Sequential cells grouped by signal name:
Other sequential cells in the stronger grey, the rest of the logic in the fainter grey.
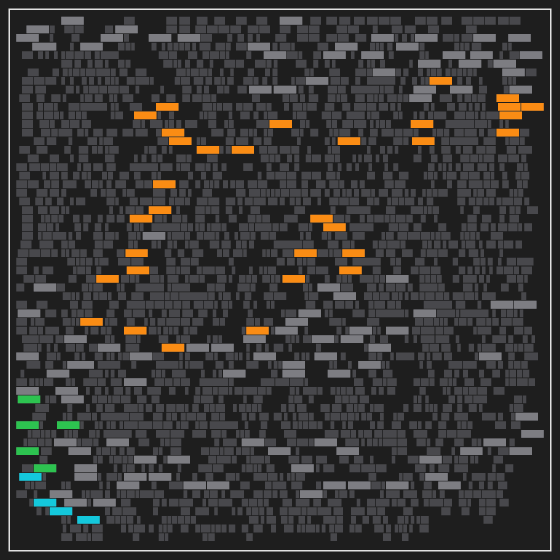
Placement density heat map:
The die is cut into 17 by 17 equal tiles; black is low, pale yellow is high, 0 to 100% covered.
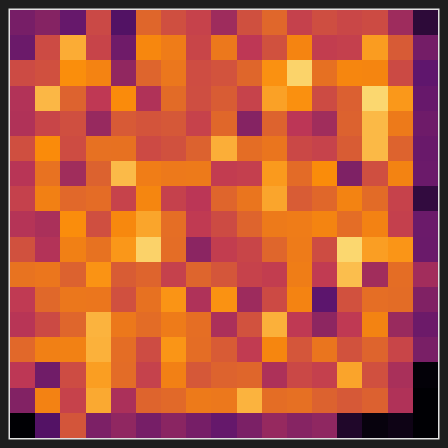
Cell classes on the final placement:
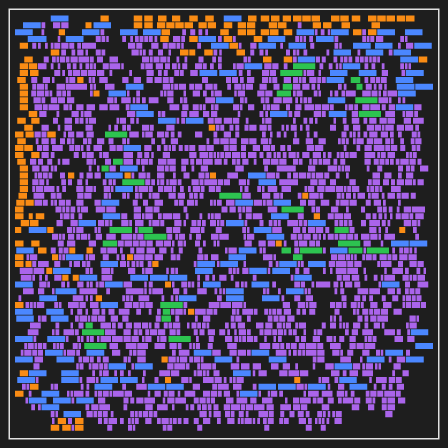
[src/rtl/rv32i_muldiv_iter_if.sv]
// Request/response bundle between the register bank side and the iterative
// RV32M multiply/divide unit.
interface rv32i_muldiv_iter_if;
  logic        start;
  logic [2:0]  op;
  logic [31:0] rs1_d;
  logic [31:0] rs2_d;
  logic [3:0]  rd_in;
  logic        busy;
  logic        done;
  logic        wen_out;
  logic [3:0]  rd_out;
  logic [31:0] result;

  modport master (
    output start, op, rs1_d, rs2_d, rd_in,
    input  busy, done, wen_out, rd_out, result
  );

  modport slave (
    input  start, op, rs1_d, rs2_d, rd_in,
    output busy, done, wen_out, rd_out, result
  );
endinterface

[src/rtl/rv32i_muldiv_iter.sv]
// Iterative RV32M multiply/divide: one radix-2 step per clock on a shared
// 64-bit {hi,lo} shift register, sign fix-up in a separate cycle.
module rv32i_muldiv_iter #(
  parameter int unsigned XLEN         = 32'd32,
  parameter bit          FAST_SPECIAL = 1'b1
) (
  input logic             clk,
  input logic             rst,
  rv32i_muldiv_iter_if.slave bus
);

  typedef enum logic [1:0] {
    IDLE = 2'd0,
    CALC = 2'd1,
    FIX  = 2'd2,
    DONE = 2'd3
  } state_t;

  localparam logic [XLEN-1:0] ZERO_W = {XLEN{1'b0}};
  localparam logic [XLEN-1:0] ONES_W = {XLEN{1'b1}};
  localparam logic [XLEN-1:0] MIN_W  = {1'b1, {(XLEN-1){1'b0}}};

  state_t          state_r;
  logic [2:0]      op_r;
  logic [3:0]      rd_r;
  logic [XLEN-1:0] opnd_r;
  logic [XLEN-1:0] hi_r;
  logic [XLEN-1:0] lo_r;
  logic            neg_r;
  logic            special_r;
  logic [4:0]      count_r;
  logic            busy_r;
  logic            done_r;
  logic [XLEN-1:0] result_r;

  logic            a_sgn_s, b_sgn_s, a_neg_s, b_neg_s, neg_res_s;
  logic            divz_s, ovf_s;
  logic [XLEN-1:0] mag_a_s, mag_b_s, spec_res_s;
  logic [XLEN:0]   mul_sum_s;
  logic [XLEN:0]   div_shift_s;
  logic [XLEN-1:0] div_diff_s;
  logic            div_ok_s;
  logic [2*XLEN-1:0] prod_s;
  logic [XLEN-1:0] div_raw_s, div_fix_s, fix_res_s;
  logic            fix_neg_s;

  // Operand decode at accept: signedness, magnitudes, result sign, special cases
  always_comb begin
    a_sgn_s = 1'b0;
    b_sgn_s = 1'b0;
    case (bus.op)
      3'd1:       begin a_sgn_s = 1'b1; b_sgn_s = 1'b1; end
      3'd2:       begin a_sgn_s = 1'b1; b_sgn_s = 1'b0; end
      3'd4, 3'd6: begin a_sgn_s = 1'b1; b_sgn_s = 1'b1; end
      default:    begin a_sgn_s = 1'b0; b_sgn_s = 1'b0; end
    endcase
    a_neg_s   = a_sgn_s & bus.rs1_d[XLEN-1];
    b_neg_s   = b_sgn_s & bus.rs2_d[XLEN-1];
    mag_a_s   = a_neg_s ? (~bus.rs1_d + {{(XLEN-1){1'b0}}, 1'b1}) : bus.rs1_d;
    mag_b_s   = b_neg_s ? (~bus.rs2_d + {{(XLEN-1){1'b0}}, 1'b1}) : bus.rs2_d;
    // Remainder takes the dividend's sign; everything else is the xor
    neg_res_s = (bus.op[2] & bus.op[1]) ? a_neg_s : (a_neg_s ^ b_neg_s);
    divz_s    = bus.op[2] & (bus.rs2_d == ZERO_W);
    ovf_s     = bus.op[2] & ~bus.op[0] & (bus.rs1_d == MIN_W) & (bus.rs2_d == ONES_W);
    if (divz_s) begin
      spec_res_s = bus.op[1] ? bus.rs1_d : ONES_W;
    end else begin
      spec_res_s = bus.op[1] ? ZERO_W : MIN_W;
    end
  end

  // One radix-2 step for each datapath mode
  always_comb begin
    mul_sum_s   = {1'b0, hi_r} + (lo_r[0] ? {1'b0, opnd_r} : {1'b0, ZERO_W});
    div_shift_s = {hi_r, lo_r[XLEN-1]};
    div_ok_s    = (div_shift_s >= {1'b0, opnd_r});
    div_diff_s  = div_shift_s[XLEN-1:0] - opnd_r;
  end

  // Sign fix-up and result select; special cases keep the raw value
  always_comb begin
    fix_neg_s = neg_r & ~special_r;
    prod_s    = fix_neg_s ? (~{hi_r, lo_r} + {{(2*XLEN-1){1'b0}}, 1'b1}) : {hi_r, lo_r};
    div_raw_s = op_r[1] ? hi_r : lo_r;
    div_fix_s = fix_neg_s ? (~div_raw_s + {{(XLEN-1){1'b0}}, 1'b1}) : div_raw_s;
    case (op_r)
      3'd0:             fix_res_s = prod_s[XLEN-1:0];
      3'd1, 3'd2, 3'd3: fix_res_s = prod_s[2*XLEN-1:XLEN];
      default:          fix_res_s = div_fix_s;
    endcase
  end

  // Control FSM with registered outputs and datapath registers
  always_ff @(posedge clk) begin
    if (rst) begin
      state_r   <= IDLE;
      op_r      <= 3'd0;
      rd_r      <= 4'd0;
      opnd_r    <= ZERO_W;
      hi_r      <= ZERO_W;
      lo_r      <= ZERO_W;
      neg_r     <= 1'b0;
      special_r <= 1'b0;
      count_r   <= 5'd0;
      busy_r    <= 1'b0;
      done_r    <= 1'b0;
      result_r  <= ZERO_W;
    end else begin
      case (state_r)
        IDLE: begin
          done_r <= 1'b0;
          if (bus.start) begin
            op_r      <= bus.op;
            rd_r      <= bus.rd_in;
            neg_r     <= neg_res_s;
            special_r <= divz_s | ovf_s;
            opnd_r    <= bus.op[2] ? mag_b_s : mag_a_s;
            lo_r      <= bus.op[2] ? mag_a_s : mag_b_s;
            hi_r      <= ZERO_W;
            count_r   <= 5'd0;
            busy_r    <= 1'b1;
            if (FAST_SPECIAL && (divz_s | ovf_s)) begin
              result_r <= spec_res_s;
              done_r   <= 1'b1;
              state_r  <= DONE;
            end else begin
              state_r  <= CALC;
            end
          end
        end
        CALC: begin
          if (op_r[2]) begin
            hi_r <= div_ok_s ? div_diff_s : div_shift_s[XLEN-1:0];
            lo_r <= {lo_r[XLEN-2:0], div_ok_s};
          end else begin
            hi_r <= mul_sum_s[XLEN:1];
            lo_r <= {mul_sum_s[0], lo_r[XLEN-1:1]};
          end
          count_r <= count_r + 5'd1;
          if (count_r == 5'd31) begin
            state_r <= FIX;
          end
        end
        FIX: begin
          result_r <= fix_res_s;
          done_r   <= 1'b1;
          state_r  <= DONE;
        end
        DONE: begin
          done_r  <= 1'b0;
          busy_r  <= 1'b0;
          state_r <= IDLE;
        end
        default: begin
          done_r  <= 1'b0;
          busy_r  <= 1'b0;
          state_r <= IDLE;
        end
      endcase
    end
  end

  assign bus.busy    = busy_r;
  assign bus.done    = done_r;
  assign bus.wen_out = done_r;
  assign bus.rd_out  = rd_r;
  assign bus.result  = result_r;

endmodule

[src/flat_wrapper.sv]
// flat-port wrapper written by rule: the top's interface ports become plain ports
module rv32i_muldiv_iter_flat 
#(
  parameter int unsigned XLEN         = 32'd32,
  parameter bit          FAST_SPECIAL = 1'b1
)
  (clk, rst, bus_start, bus_op, bus_rs1_d, bus_rs2_d, bus_rd_in, bus_busy, bus_done, bus_wen_out, bus_rd_out, bus_result);
  rv32i_muldiv_iter_if bus_i ();
  input logic clk;
  input logic rst;
  input wire logic [$bits(bus_i.start)-1:0] bus_start;
  input wire logic [$bits(bus_i.op)-1:0] bus_op;
  input wire logic [$bits(bus_i.rs1_d)-1:0] bus_rs1_d;
  input wire logic [$bits(bus_i.rs2_d)-1:0] bus_rs2_d;
  input wire logic [$bits(bus_i.rd_in)-1:0] bus_rd_in;
  output wire logic [$bits(bus_i.busy)-1:0] bus_busy;
  output wire logic [$bits(bus_i.done)-1:0] bus_done;
  output wire logic [$bits(bus_i.wen_out)-1:0] bus_wen_out;
  output wire logic [$bits(bus_i.rd_out)-1:0] bus_rd_out;
  output wire logic [$bits(bus_i.result)-1:0] bus_result;
  assign bus_i.start = bus_start;
  assign bus_i.op = bus_op;
  assign bus_i.rs1_d = bus_rs1_d;
  assign bus_i.rs2_d = bus_rs2_d;
  assign bus_i.rd_in = bus_rd_in;
  assign bus_busy = bus_i.busy;
  assign bus_done = bus_i.done;
  assign bus_wen_out = bus_i.wen_out;
  assign bus_rd_out = bus_i.rd_out;
  assign bus_result = bus_i.result;
  rv32i_muldiv_iter #(.XLEN(XLEN), .FAST_SPECIAL(FAST_SPECIAL)) u_core (.clk(clk), .rst(rst), .bus(bus_i));
endmodule
[config.mk]
export PLATFORM = sky130hd
export DESIGN_NAME = rv32i_muldiv_iter_flat
export DESIGN_NICKNAME = d
export VERILOG_FILES = /design/src/rtl/rv32i_muldiv_iter_if.sv /design/src/rtl/rv32i_muldiv_iter.sv /design/src/flat_wrapper.sv
export SDC_FILE = /design/constraint.sdc
export NUM_CORES = 1
export LEC_CHECK = 0
export CORE_MARGIN = 1.5
export CORE_UTILIZATION = 55
export CTS_CLUSTER_DIAMETER = 120
export DETAILED_ROUTE_END_ITERATION = 8
export PLACE_DENSITY_LB_ADDON = 0.05
export SYNTH_ARGS = -nofsm -noshare
export SYNTH_HDL_FRONTEND = slang
export SYNTH_SLANG_ARGS = --single-unit
[constraint.sdc]
create_clock -name clk -period 6.7 [get_ports clk]
set_input_delay 0.67 -clock clk [delete_from_list [all_inputs] [get_ports clk]]
set_output_delay 0.67 -clock clk [all_outputs]
set_load 0.005 [all_outputs]
==> results.sh <==
# yosys + openroad results
export IMPL_path_class="in2reg"
export IMPL_min_from="u_core.bus.result[27]"
export IMPL_drv_slew=0
export IMPL_use_met2=0.5872
export IMPL_holdWs_ns=0.4461
export IMPL_grt_util_met1=0.5476
export IMPL_die_width_um=170.7
export IMPL_crit_chain="clkdlybuf4s50_1, nor4_1, nand4_1, or3_1, nor2_1, or3b_1, o211ai_2, and2_1, a22o_1"
export IMPL_tns_ns=0
export IMPL_critPathLaunch="bus_rs1_d[2]"
export IMPL_cp_data_arrival_time_ns=4.48
export IMPL_power_top_consumer="combinational cells"
export IMPL_cts_made_buffers=17
export IMPL_rsz0062_at_grt="false"
export IMPL_clock_tree_root_cell="clkbuf_16"
export IMPL_cts_hold_buf=0
export IMPL_ys_seq_elements=146
export IMPL_sh_comb_area=0.6732
export IMPL_drt_initial_drc_count=2310
export IMPL_largest_area_cell="dfxtp_1"
export IMPL_hold_class="reg2reg"
export IMPL_dp_hpwl_um=44330
export IMPL_finalPower_uw=5894
export IMPL_maxCapViolations=0
export IMPL_seq_area_frac_synth=0.1890
export IMPL_drtPass1Iterations=6
export IMPL_largest_cell_class="multi-input combinational cells"
export IMPL_wl_met2_um=24620
export IMPL_grt_usage=0.4006
export IMPL_gr_total_overflow=0
export IMPL_seq_cells=146
export IMPL_synth_area_mm2=0.01546
export IMPL_ys_sh_simple=0.2119
export IMPL_synthesis_nets=2297
export IMPL_dpl_cell_count=2500
export IMPL_drc=0
export IMPL_postCtsSetupBuffers=0
export IMPL_grt_use_met3=0.07726
export IMPL_synth_cell_type_count=91
export IMPL_max_stage_delay_ns=0.74
export IMPL_leakage_uw=0.006529
export IMPL_p_int_uw=2843
export IMPL_rows=61
export IMPL_finalSetupViolCount=0
export IMPL_final_common_cell="nor2_1"
export IMPL_clock_fmax_mhz=241.9
export IMPL_status="complete, no violations"
export IMPL_top_area_frac=0.1890
export IMPL_ys_cells=2145
## Picture notes: 'sequential cells grouped by signal name'
orange -> `u_core.lo_r`  # flops 32
green -> `u_core.count_r`  # flops 5, where south-west
cyan -> `u_core.bus.rd_out`  # flops 4, where south-west

## Picture notes: 'placement density heat map'
emptiest ninth of the die = south-east
mean over tiles = 57%
tiles over 75% full = 13%
fullest tile = 91%
nearly empty tiles = 1.4%

## Picture notes: 'cell classes on the final placement'
orange -> other buffers and delay cells  # cells 141, share of their area 8.0%
purple -> all other logic  # cells 1,835, share of their area 71%
green -> clock drivers and dummy loads  # cells 32, share of their area 3.6%
blue -> flops  # cells 146, share of their area 18%
Post-Route Utilization: 0.6196
post-route design area: 0.01717 mm^2

